===== src/rtl/sync_fifo_pkg.sv =====
// rtl/sync_fifo_pkg.sv - shared read-mode constants and sizing helpers for sync_fifo_mm
package sync_fifo_pkg;

  localparam int FWFT_MODE = 1;
  localparam int STD_MODE  = 0;

  function automatic int cnt_width(input int depth);
    return $clog2(depth + 1);
  endfunction

  // Explicit wrap so DEPTH need not be a power of two
  function automatic int next_wrap(input int ptr, input int depth);
    return (ptr == depth - 1) ? 0 : ptr + 1;
  endfunction

endpackage


===== src/rtl/fifo_wrap_ptr.sv =====
// rtl/fifo_wrap_ptr.sv - modulo-DEPTH pointer with synchronous clear
module fifo_wrap_ptr
  import sync_fifo_pkg::*;
#(
  parameter int DEPTH = 5,
  parameter int PW    = (DEPTH > 1) ? $clog2(DEPTH) : 1
) (
  input  logic          clk,
  input  logic          rst,
  input  logic          i_clr,
  input  logic          i_inc,
  output logic [PW-1:0] ptr
);

  always_ff @(posedge clk or posedge rst) begin
    if (rst) begin
      ptr <= '0;
    end else if (i_clr) begin
      ptr <= '0;
    end else if (i_inc) begin
      ptr <= PW'(next_wrap(int'(ptr), DEPTH));
    end
  end

endmodule


===== src/rtl/sync_fifo_mm.sv =====
// rtl/sync_fifo_mm.sv - single-clock FIFO, any depth, FWFT or registered read, programmable flags
module sync_fifo_mm
  import sync_fifo_pkg::*;
#(
  parameter int DATA_W = 32,
  parameter int DEPTH  = 5,
  parameter int FWFT   = 1,
  parameter int CW     = cnt_width(DEPTH)
) (
  input  logic              clk,
  input  logic              rst,
  input  logic              i_flush,
  input  logic              i_wren,
  input  logic [DATA_W-1:0] i_wrdata,
  input  logic              i_rden,
  output logic [DATA_W-1:0] o_rddata,
  output logic              o_rdvalid,
  input  logic [CW-1:0]     i_afull_th,
  input  logic [CW-1:0]     i_aempty_th,
  output logic              o_full,
  output logic              o_empty,
  output logic              o_alm_full,
  output logic              o_alm_empty,
  output logic [CW-1:0]     o_count,
  output logic              o_overflow,
  output logic              o_underflow
);

  localparam int PW = (DEPTH > 1) ? $clog2(DEPTH) : 1;

  logic [DATA_W-1:0] mem [DEPTH];
  logic [PW-1:0]     wrptr;
  logic [PW-1:0]     rdptr;
  logic [CW-1:0]     count;
  logic              wr_acc;
  logic              rd_acc;

  assign o_full  = (count == CW'(DEPTH));
  assign o_empty = (count == '0);

  // Flush wins over same-cycle traffic
  assign wr_acc = i_wren & ~o_full  & ~i_flush;
  assign rd_acc = i_rden & ~o_empty & ~i_flush;

  fifo_wrap_ptr #(.DEPTH(DEPTH), .PW(PW)) u_wrptr (
    .clk   (clk),
    .rst   (rst),
    .i_clr (i_flush),
    .i_inc (wr_acc),
    .ptr   (wrptr)
  );

  fifo_wrap_ptr #(.DEPTH(DEPTH), .PW(PW)) u_rdptr (
    .clk   (clk),
    .rst   (rst),
    .i_clr (i_flush),
    .i_inc (rd_acc),
    .ptr   (rdptr)
  );

  always_ff @(posedge clk) begin
    if (wr_acc) begin
      mem[wrptr] <= i_wrdata;
    end
  end

  always_ff @(posedge clk or posedge rst) begin
    if (rst) begin
      count <= '0;
    end else if (i_flush) begin
      count <= '0;
    end else if (wr_acc && !rd_acc) begin
      count <= count + 1'b1;
    end else if (rd_acc && !wr_acc) begin
      count <= count - 1'b1;
    end
  end

  always_ff @(posedge clk or posedge rst) begin
    if (rst) begin
      o_overflow  <= 1'b0;
      o_underflow <= 1'b0;
    end else if (i_flush) begin
      o_overflow  <= 1'b0;
      o_underflow <= 1'b0;
    end else begin
      if (i_wren && o_full)  o_overflow  <= 1'b1;
      if (i_rden && o_empty) o_underflow <= 1'b1;
    end
  end

  assign o_count     = count;
  assign o_alm_full  = (i_afull_th == '0) || (count >= i_afull_th);
  assign o_alm_empty = (i_aempty_th >= CW'(DEPTH)) || (count <= i_aempty_th);

  generate
    if (FWFT == FWFT_MODE) begin : g_fwft
      assign o_rddata  = mem[rdptr];
      assign o_rdvalid = ~o_empty;
    end else begin : g_std
      logic [DATA_W-1:0] rddata_q;
      logic              rdvalid_q;

      always_ff @(posedge clk or posedge rst) begin
        if (rst) begin
          rddata_q  <= '0;
          rdvalid_q <= 1'b0;
        end else begin
          rdvalid_q <= rd_acc;
          if (rd_acc) rddata_q <= mem[rdptr];
        end
      end

      assign o_rddata  = rddata_q;
      assign o_rdvalid = rdvalid_q;
    end
  endgenerate

endmodule


===== config.mk =====
export PLATFORM = sky130hd
export DESIGN_NAME = sync_fifo_mm
export DESIGN_NICKNAME = d
export VERILOG_FILES = /design/src/rtl/sync_fifo_pkg.sv /design/src/rtl/fifo_wrap_ptr.sv /design/src/rtl/sync_fifo_mm.sv
export SDC_FILE = /design/constraint.sdc
export NUM_CORES = 1
export LEC_CHECK = 0
export ABC_AREA = 1
export CORE_MARGIN = 5
export CORE_UTILIZATION = 50
export DETAILED_ROUTE_END_ITERATION = 8
export GPL_ROUTABILITY_DRIVEN = 0
export PLACE_DENSITY = 0.76
export REMOVE_ABC_BUFFERS = 1
export SLEW_MARGIN = 20
export SYNTH_ARGS = -nofsm -noshare
export SYNTH_HDL_FRONTEND = slang
export SYNTH_SLANG_ARGS = --single-unit

===== constraint.sdc =====
create_clock -name clk -period 4.3 [get_ports clk]
set_input_delay 1.075 -clock clk [delete_from_list [all_inputs] [get_ports clk]]
set_output_delay 1.075 -clock clk [all_outputs]
set_load 0.02 [all_outputs]

**Cell placement**

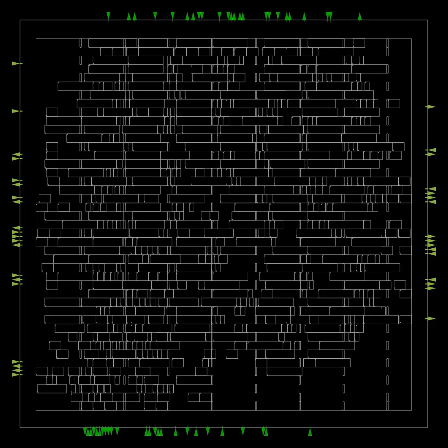
number of tap instances: 180
core box area: 13,800 sq um
total number of sequential cells: 171

**Clock network drawn from the DEF**

The bar under the picture is 50 um long.
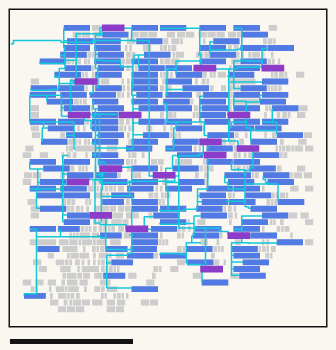
[purple] cells driving clock nets | count: 17
[blue] flip-flops | count: 171
[cyan] clock wires | length: 1,770 um
routed clock nets: 18
clk ins delay skew pair: 0.42 ns
worst clock skew: 0.00552 ns
Clock power frac: 0.311

**Local utilization**

13 x 13 tiles, from white (low) to dark blue (high), 0 to 100% covered.
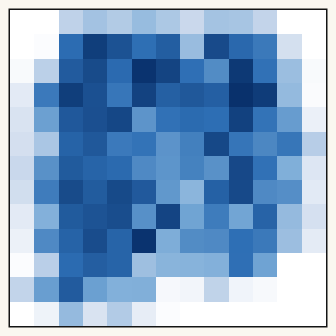
fullest tile: 100%
tiles over 75% full: 31%
mean over tiles: 51%
emptiest ninth of the die: bottom right
nearly empty tiles: 12%
core utilization at floorplan: 0.506
share of the core filled with cells in the final layout: 0.626

==> impl_table.tex <==
% Table of physical implementation metrics
\begin{tabular}{lr}
\hline
Metric & Value \\
\hline
\multicolumn{2}{l}{\textbf{GRT}} \\
Fraction of met1 tracks used by global routing & 0.232 \\
GRT Util Overall & 0.188 \\
GRT met3 Usage & 0.0517 \\
Grt met2 use & 0.317 \\
Pin count of the biggest net entering global routing & 43 \\
Vias in the first global route & between 4k and 5k \\
Global routing's busiest layer & met2 \\
Remaining global-route overflow & 0 \\
Wire length of the first global-routing pass & about 23,000 um \\
Number of antenna violations at the first check in global routing & 1 \\
\multicolumn{2}{l}{\textbf{Layout}} \\
Design Area, Final & $\sim$8700 sq um \\
Fraction of area in registers & 0.587 \\
Final net count & $\sim$700 \\
Largest contributor to cell area by class & sequential cells \\
N\_diodes & 0 \\
Fraction of final layout cells sized beyond drive strength 1 & 0.107 \\
Number of logic gates & $\sim$330 \\
Fraction of standard cell area in multi-input logic & 0.193 \\
Area growth from synthesis to layout & 23.7\% \\
Register area & $\sim$5000 sq um \\
Fraction of area in non-clock buffers & 0.112 \\
Nonclk inv count & 23 \\
Buffers, non-clock & 100 \\
Clock network area share & 0.0688 \\
Comb area & between 1500 and 2000 sq um \\
\# fillers & between 900 and 1k \\
\# clk buffers & 17 \\
\multicolumn{2}{l}{\textbf{Worst setup path}} \\
Worst path cell trace & clkdlybuf4s50\_1, inv\_1, ha\_1, a21oi\_1, o21ai\_0, nand3\_1, clkdlybuf4s50\_1 \\
Peak per-stage delay on the critical path & about 0.61 ns \\
Maximum fanout count along the critical path & 3 \\
Arrival time reported for the critical path endpoint & $\sim$2.8 ns \\
Worst endpoint required time & 3.22 ns \\
CP startpoint kind & primary input \\
Kind of cell adding the most delay to the critical path & buffers and inverters \\
Type of the worst setup path & primary input to output pin \\
Number of buffer and inverter stages on the critical path & 3 \\
Highest-delay cell along the critical path & clkdlybuf4s50\_1 \\
Crit. End Element & output pin \\
Cell type with the highest occurrence count on the critical path & clkdlybuf4s50\_1 \\
\multicolumn{2}{l}{\textbf{STA}} \\
Final setup TNS & 0 ns \\
Maximum clock frequency & 0.258 GHz \\
Actual transition at the worst max-transition pin & 0.745 ns \\
WHS & 0.498 ns \\
Total of endpoints with negative setup slack in the final report & 0 \\
Minimum setup slack in the final design & about 0.43 ns \\
Slew Limit Headroom & 0.503 \\
Period utilisation layout & 0.901 \\
Setup repair after global routing missed its margin & false \\
Final period demand of the worst path & $\sim$3.9 ns \\
Final-report hold violation count & 0 \\
Max-slew violations & 0 \\
\multicolumn{2}{l}{\textbf{Yosys}} \\
Post-synthesis instance total & $\sim$550 \\
Ys Warns & 0 \\
Synthesized area & between 6000 and 7000 sq um \\
Seq/Total Area, Yosys & 0.726 \\
Yosys Chip Area & 7000 sq um \\
Post-synthesis area per instance & about 13 sq um \\
Yosys stat cell total & about 550 \\
Register bit count reported by yosys & between 150 and 200 \\
Yosys cell types & 31 \\
\multicolumn{2}{l}{\textbf{Place}} \\
Area post-placement & 8060 sq um \\
Sum of net half-perimeters after detailed placement & 8720 um \\
Post-Place Setup Slack & between 0.3 and 0.4 ns \\
Port bufs & about 84 \\
\multicolumn{2}{l}{\textbf{Power}} \\
Internal power summed over all cells & $\sim$3400 uW \\
Net switching power figure & 1520 uW \\
Final Total Pwr & 4920 uW \\
Switching share of total power & 0.308 \\
Static Leakage & approximately 0.0031 uW \\
Total power per unit cell area & roughly 570 nW/um\^{}2 \\
VDD IR-drop max & 0.000270 V \\
Sequential share of power & 0.404 \\
Combinational cell fraction of total power & 0.285 \\
\multicolumn{2}{l}{\textbf{CTS}} \\
Deepest clock path buffer count & 2 \\
Setup fix buffers added after clock tree synthesis & 0 \\
Number of buffers created by CTS & 17 \\
Number of H-tree levels & 4 \\
Clock net sink count & 171 \\
Post-CTS Resized & 0 \\
Post-CTS clock slew at the launch and capture registers of the worst setup and hold paths & 0.06 ns \\
Clock tree from TritonCTS & yes \\
Clock root buffer & clkbuf\_16 \\
Number of hold buffers added after cts & 0 \\
\multicolumn{2}{l}{\textbf{Drt}} \\
Routed length on met2 & around 7600 um \\
Antenna Violating Nets Remaining & 0 \\
Vias per Instance & $\sim$5.4 \\
Total DRC errors in the routed layout & 0 \\
Wire length on met3 & approximately 900 um \\
Met1 wire length & $\sim$6100 um \\
Routed via count & between 4k and 5k \\
Top routing layer in use & met5 \\
Final routed wire length divided by cell count & 17.8 um \\
Final wirelength & roughly 15,000 um \\
Drt first pass iters & 4 \\
First-iteration detailed-routing DRC count & approximately 370 \\
\multicolumn{2}{l}{\textbf{Job}} \\
Number of max-cap violations & 0 \\
Number of warnings in the stage logs & 27 \\
\multicolumn{2}{l}{\textbf{Die}} \\
Height of the die & 128 um \\
Width of the die & 128 um \\
Placement row count & between 40 and 50 \\
Die outline area & 16,500 sq um \\
Boundary pin count & around 85 \\
\multicolumn{2}{l}{\textbf{Worst hold path}} \\
Hold/Removal Path Class & flip-flop to flip-flop \\
\multicolumn{2}{l}{\textbf{Outcome}} \\
Run status & completed \\
\hline
\end{tabular}
[per-stage QoR]
stage,instances,util
final,837,0.626
after global routing,837,0.626
after CTS,837,0.626
after detailed placement,806,0.583
after global placement,806,0.583
after floorplan,526,-
[cells in the final DEF, fill, tap and decap left out, drive strengths merged]
cell,count
fa,1
inv,25
a31oi,32
nand2,23
clkdlybuf4s50,84
o22ai,1
dfrtp,11
edfxtp,160
a21boi,1
nand3,10
o21ai,75
nor3,3
a21oi,6
clkinv,5
bufinv,4
nor4,3
clkbuf,17
ha,10
nor2,165
xnor2,1
clkinvlp,3
o21a,1
buf,16
[worst paths after layout]
check / depth (start not counted) / from / slack [ns] / to
min in group asynchronous: 2 / rst / 0.97 / o_count[1]$_DFFE_PP0P_
max in group asynchronous: 2 / rst / 2.99 / u_rdptr.ptr[0]$_DFFE_PP0P_
hold reg to reg: 1 / o_overflow$_DFFE_PP0P_ / 0.50 / o_overflow$_DFFE_PP0P_
setup / recovery: 7 / i_aempty_th[2] / 0.43 / o_alm_empty
setup reg to reg: 12 / o_count[0]$_DFFE_PP0P_ / 2.31 / o_count[2]$_DFFE_PP0P_
hold / removal: 1 / o_overflow$_DFFE_PP0P_ / 0.50 / o_overflow$_DFFE_PP0P_
[worst register-to-register path: cells and delay by family, from the launching register on]
family / cells / cell delay [ns]
buf+inv: 3 / 0.30
flops: 1 / 0.45
xor+xnor: 1 / 0.23
simple gates: 7 / 0.54
fa+ha+maj: 1 / 0.37
[cells in the mapped netlist]
cell type / instances / area, sq um
bufinv_16: 1 / 30.0
buf_4: 2 / 15.0
buf_6: 5 / 56.3
nand2_2: 1 / 6.26
inv_1: 18 / 67.6
nor3_1: 3 / 15.0
ha_1: 10 / 125
nand2_1: 17 / 63.8
dfrtp_1: 11 / 275
o21a_1: 1 / 7.51
clkbuf_2: 2 / 10.0
inv_2: 4 / 15.0
o21ai_0: 24 / 120
nor2_1: 163 / 612
buf_2: 8 / 40.0
nand2_4: 5 / 56.3
nand3_4: 1 / 17.5
fa_1: 1 / 20.0
a21oi_1: 6 / 30.0
nand3_1: 6 / 30.0
nor2_2: 2 / 12.5
clkbuf_1: 9 / 33.8
buf_1: 2 / 7.51
o22ai_1: 1 / 6.26
nand3_2: 3 / 30.0
xnor2_1: 1 / 8.76
a21boi_0: 1 / 7.51
nor4_1: 3 / 18.8
edfxtp_1: 160 / 4800
a31oi_1: 32 / 200
o21ai_1: 51 / 255
[flip-flops by register name (all words and copies together) (netlist names)]
signal	flops
u_wrptr.ptr	3
u_rdptr.ptr	3
o_count	3
o_underflow	1
mem	160
o_overflow	1
[cell families (layout without fill, tap and decap cells)]
kind of cell	count (synthesis)	after routing	synth area share
simple gates	204	204	0.123
compound gates	116	116	0.0896
buf+inv	51	154	0.0393
xor+xnor	1	1	0.00125
fa+ha+maj	11	11	0.0207
flops	171	171	0.726
[power groups by stage]
stage	logic (uW)	registers (uW)	clock network [uW]
3_5_place_dp	1400	2020	0
5_1_grt	1530	2000	1630
2_1_floorplan	733	2050	0
6_report	1400	1990	1530
4_1_cts	1420	1980	1550
3_3_place_gp	1370	2020	0
Power and IR drop assume default switching activity.
